Design a5_keystream_engine, sky130hd; sources not shown.
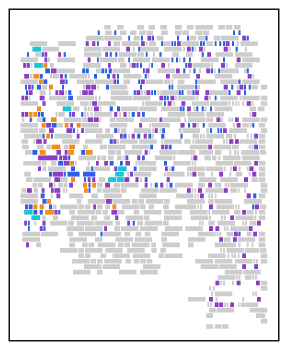
*Gate families picked out*
Drawn at 2 px/um.
Key: adder and majority cells = cyan [cells 9, most used ha_1, where west]; NAND gates = blue [cells 166, most used nand2_1]; AND and OR gates = orange [cells 27, most used and3_1]; inverting AOI/OAI gates = purple [cells 186, most used o22ai_1]
final cell count without fillers: 1229
fraction of area in multi-input gates: 0.3345
most common cell after layout, fill and taps aside: sky130_fd_sc_hd__dfrtp_1

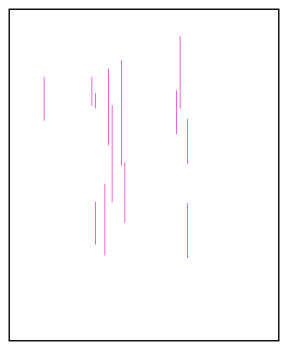
*Metal 4*
Drawn at 2 px/um.
8 nets have wire on it. The longest straight run is 52.4 um. The wires run mostly vertical. The layer carries 376 um of wire. The layer holds 2.0% of the routed length.
vias post-DR: 6867
aggregate routed wire length: 19050 um

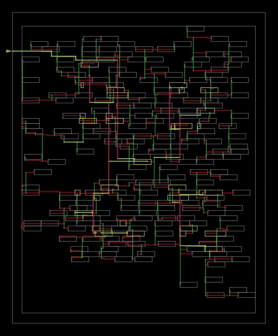
*Clock routing*
count of sequential standard cells: 192
clock insertion delay at the later pin of the skew report: 0.43 ns
clock buffer instance count of the final layout: 18

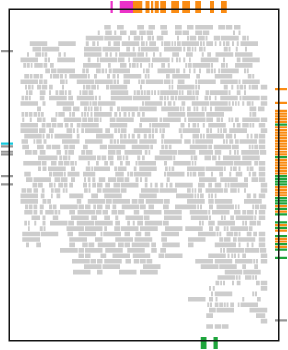
*Pin map*
Drawn at 2 px/um. Pins as bars across the die edge, other pins in gray.
Key: out_data = magenta [pins 8, direction output, edge north]; frame = green [pins 22, direction input, edge 17 east, 5 south]; out_valid = cyan [pins 1, direction output, edge west]; key = orange [pins 64, direction input, edge 35 east, 29 north]
input/output buffers: 101
Chip Width: 134.0 um

==> qor.tcl <==
set qor(cts-htree-levels) 4
set qor(netSwitchingFraction) 0.2843
set qor(power_per_cell_area_nw_per_um2) 692.3
set qor(dpl_cell_area_sq_um) 9886
set qor(cpMaxStageDelayCell) {sky130_fd_sc_hd__dfrtp_1}
set qor(cts_made_buffers) 17
set qor(finish.instance_area_sq_um) 10500
set qor(rows) 56
set qor(groute.usage.overall) 0.1744
set qor(run_status) {finished clean}
set qor(post_synth_num_cell_types) 62
set qor(drtIter0Drc) 345
set qor(final_net_count) 1083
set qor(dieArea_sq_um) 22120
set qor(antenna_left) 0
set qor(worst_vdd_ir_uv) 433.2
set qor(timing.final.setup_violations) 0
set qor(critical_path_cell_count) 7
set qor(timing.critical_path.from_type) {flip-flop}
set qor(post-layout-total-power_mw) 7.270
set qor(postSynthAreaPerCell_sq_um) 9.552
set qor(yosys-top-cells-area) {sky130_fd_sc_hd__dfrtp_1 (56%), sky130_fd_sc_hd__nor2_1 (6.9%), sky130_fd_sc_hd__nand2_1 (4.9%), sky130_fd_sc_hd__a22o_1 (3.9%), sky130_fd_sc_hd__o22ai_1 (3.5%)}
set qor(synthesis_stage_register_bit_count) 192
set qor(synthDominantCellAreaShare) 0.5552
set qor(io-pin-count) 102
set qor(crit_path_frequent_cell) {sky130_fd_sc_hd__nor2_1}
set qor(syn-instance-count) 906
set qor(crit_path_cell_trace) {maj3_1 -> ha_1 -> mux2_2 -> xnor3_1 -> nor2_1 -> a32oi_1 -> nor2_1}
set qor(syn-num-nets) 1005
set qor(total_internal_power_mw) 5.203
set qor(grt_antenna_before_repair) 0
set qor(synth_async_sr_flop_share) 1.000
set qor(clock_tree.root_cell) {sky130_fd_sc_hd__clkbuf_16}
set qor(synth.yosys.warnings) 0
set qor(worst_hold_slack_ns) 0.3829
set qor(largest_register_ffs) 86
set qor(part_of_the_total_power_dissipated_in_the_clock_network) 0.344
set qor(yosysTopAreaCell) {sky130_fd_sc_hd__dfrtp_1}
set qor(final_period_minus_worst_setup_slack_ns) 2.477
set qor(p_sw_mw) 2.067
set qor(power_frac_seq) 0.485
set qor(ys_seq_share) 0.5552
set qor(core_util_floorplan) 0.4592
set qor(gp_congestion) 0.8268
set qor(tritoncts) {yes}
set qor(drt-pass1-iter-count) 5
set qor(syn_area_sq_um) 8655
set qor(layout.cells.most_common_list) {sky130_fd_sc_hd__dfrtp_1 (192), sky130_fd_sc_hd__nor2_1 (158), sky130_fd_sc_hd__nand2_1 (114), sky130_fd_sc_hd__clkdlybuf4s50_1 (100), sky130_fd_sc_hd__o22ai_1 (49)}
set qor(cts.sinks) 192
set qor(cap_violations) 0
set qor(path_delay_family) {adder cells}
set qor(vias_per_cell) 5.587
set qor(skew_ns) 0.008726
set qor(clk_pin_slew_worst_paths_ns) 0.07
set qor(static-leakage-power_nw) 4.528
set qor(hp-class) {input port to async pin}
set qor(drive_above_1_share) 0.06419
set qor(log.warning_count) 28
set qor(max_slew.worst_pin.slew_ns) 0.6033
set qor(finalClockPeriodUsage) 0.8846
set qor(critical-path-max-stage-delay_ns) 0.42
set qor(critical_path_peak_fanout) 4
set qor(grt_pass1_vias) 6579
set qor(worst-setup-path-type) {flip-flop to flip-flop}
set qor(yosys_instances) 906
set qor(grt-ovfl-total) 0
set qor(area_delta_synth_final_pct) 21.35
set qor(synth-edff-count) 0
set qor(drc_errors) 0
set qor(finalHoldViolations) 0
set qor(grt_first_pass_wirelength_um) 31840
set qor(synth_top_flop_cell) {sky130_fd_sc_hd__dfrtp_1}
set qor(largest_net_degree_at_the_start_of_global_routing) 85
set qor(routed_wire_length_per_instance_um) 15.50
set qor(layout.filler_cells) 1634
set qor(fmax_mhz) 403.7
set qor(max_slew_margin) 0.5969
set qor(regToRegSetupSlack_ns) 0.32
[cell type report]
cell class,instances,area [sq um],area share
Tap cell,232,290.3,0.02764
Timing Repair Buffer,119,1190,0.1133
Inverter,26,97.59,0.009292
Clock buffer,18,429.2,0.04086
Multi-Input combinational cell,628,3513,0.3345
Sequential cell,192,4805,0.4575
Clock inverter,14,177.7,0.01692
[per-layer routing]
layer,GRT usage,share of wire
met1,0.2476,0.48
met2,0.2743,0.46
met3,0.02939,0.033
met4,0.05972,0.020
met5,0,0
[synth_stat cells, types with 8 or more instances]
cell                       count
sky130_fd_sc_hd__o21ai_0      44
sky130_fd_sc_hd__dfrtp_1     192
sky130_fd_sc_hd__ha_1          8
sky130_fd_sc_hd__nand2b_1      8
sky130_fd_sc_hd__o22ai_1      49
sky130_fd_sc_hd__nor2_1      159
sky130_fd_sc_hd__a31oi_1      41
sky130_fd_sc_hd__buf_2        23
sky130_fd_sc_hd__inv_1        26
sky130_fd_sc_hd__a22o_1       39
sky130_fd_sc_hd__clkbuf_1     32
sky130_fd_sc_hd__a21oi_1      21
sky130_fd_sc_hd__and3_1        9
sky130_fd_sc_hd__nand3_1      38
sky130_fd_sc_hd__a22oi_1       9
sky130_fd_sc_hd__nand2_1     114
[power by group through the flow]
stage          Clock (mW)  Combinational [mW]  Sequential (mW)
2_1_floorplan           0               0.876             3.49
4_1_cts              2.57                1.26             3.52
3_3_place_gp            0                1.22             3.55
6_report             2.50                1.25             3.52
5_1_grt              2.68                1.41             3.59
3_5_place_dp            0                1.25             3.57
[per-stage QoR]
step,setup WS (ns),utilization
CTS,0.3242,0.5572
detailed placement,0.3537,0.5245
global placement,0.3923,0.5245
global route,0.1481,0.5572
floorplan,0.5367,-
finish,0.3231,0.5572
[logic make-up after synthesis]
logic type                 Yosys count  synth area share
and+or+nand+nor                    361            0.1810
DFF                                192            0.5552
AOI/OAI and AO/OA                  242            0.1903
adders and majority gates            9           0.01272
xor gates and xnor gates            11           0.01272
buffers and inverters               86           0.04207
muxes                                5          0.006072
[timing repair]
item / in CTS / in global routing
hold buffers: 1 / 0
resized: 0 / 0
hold endpoints to repair: 56 / 0
Power is estimated from default activity; no workload was simulated.
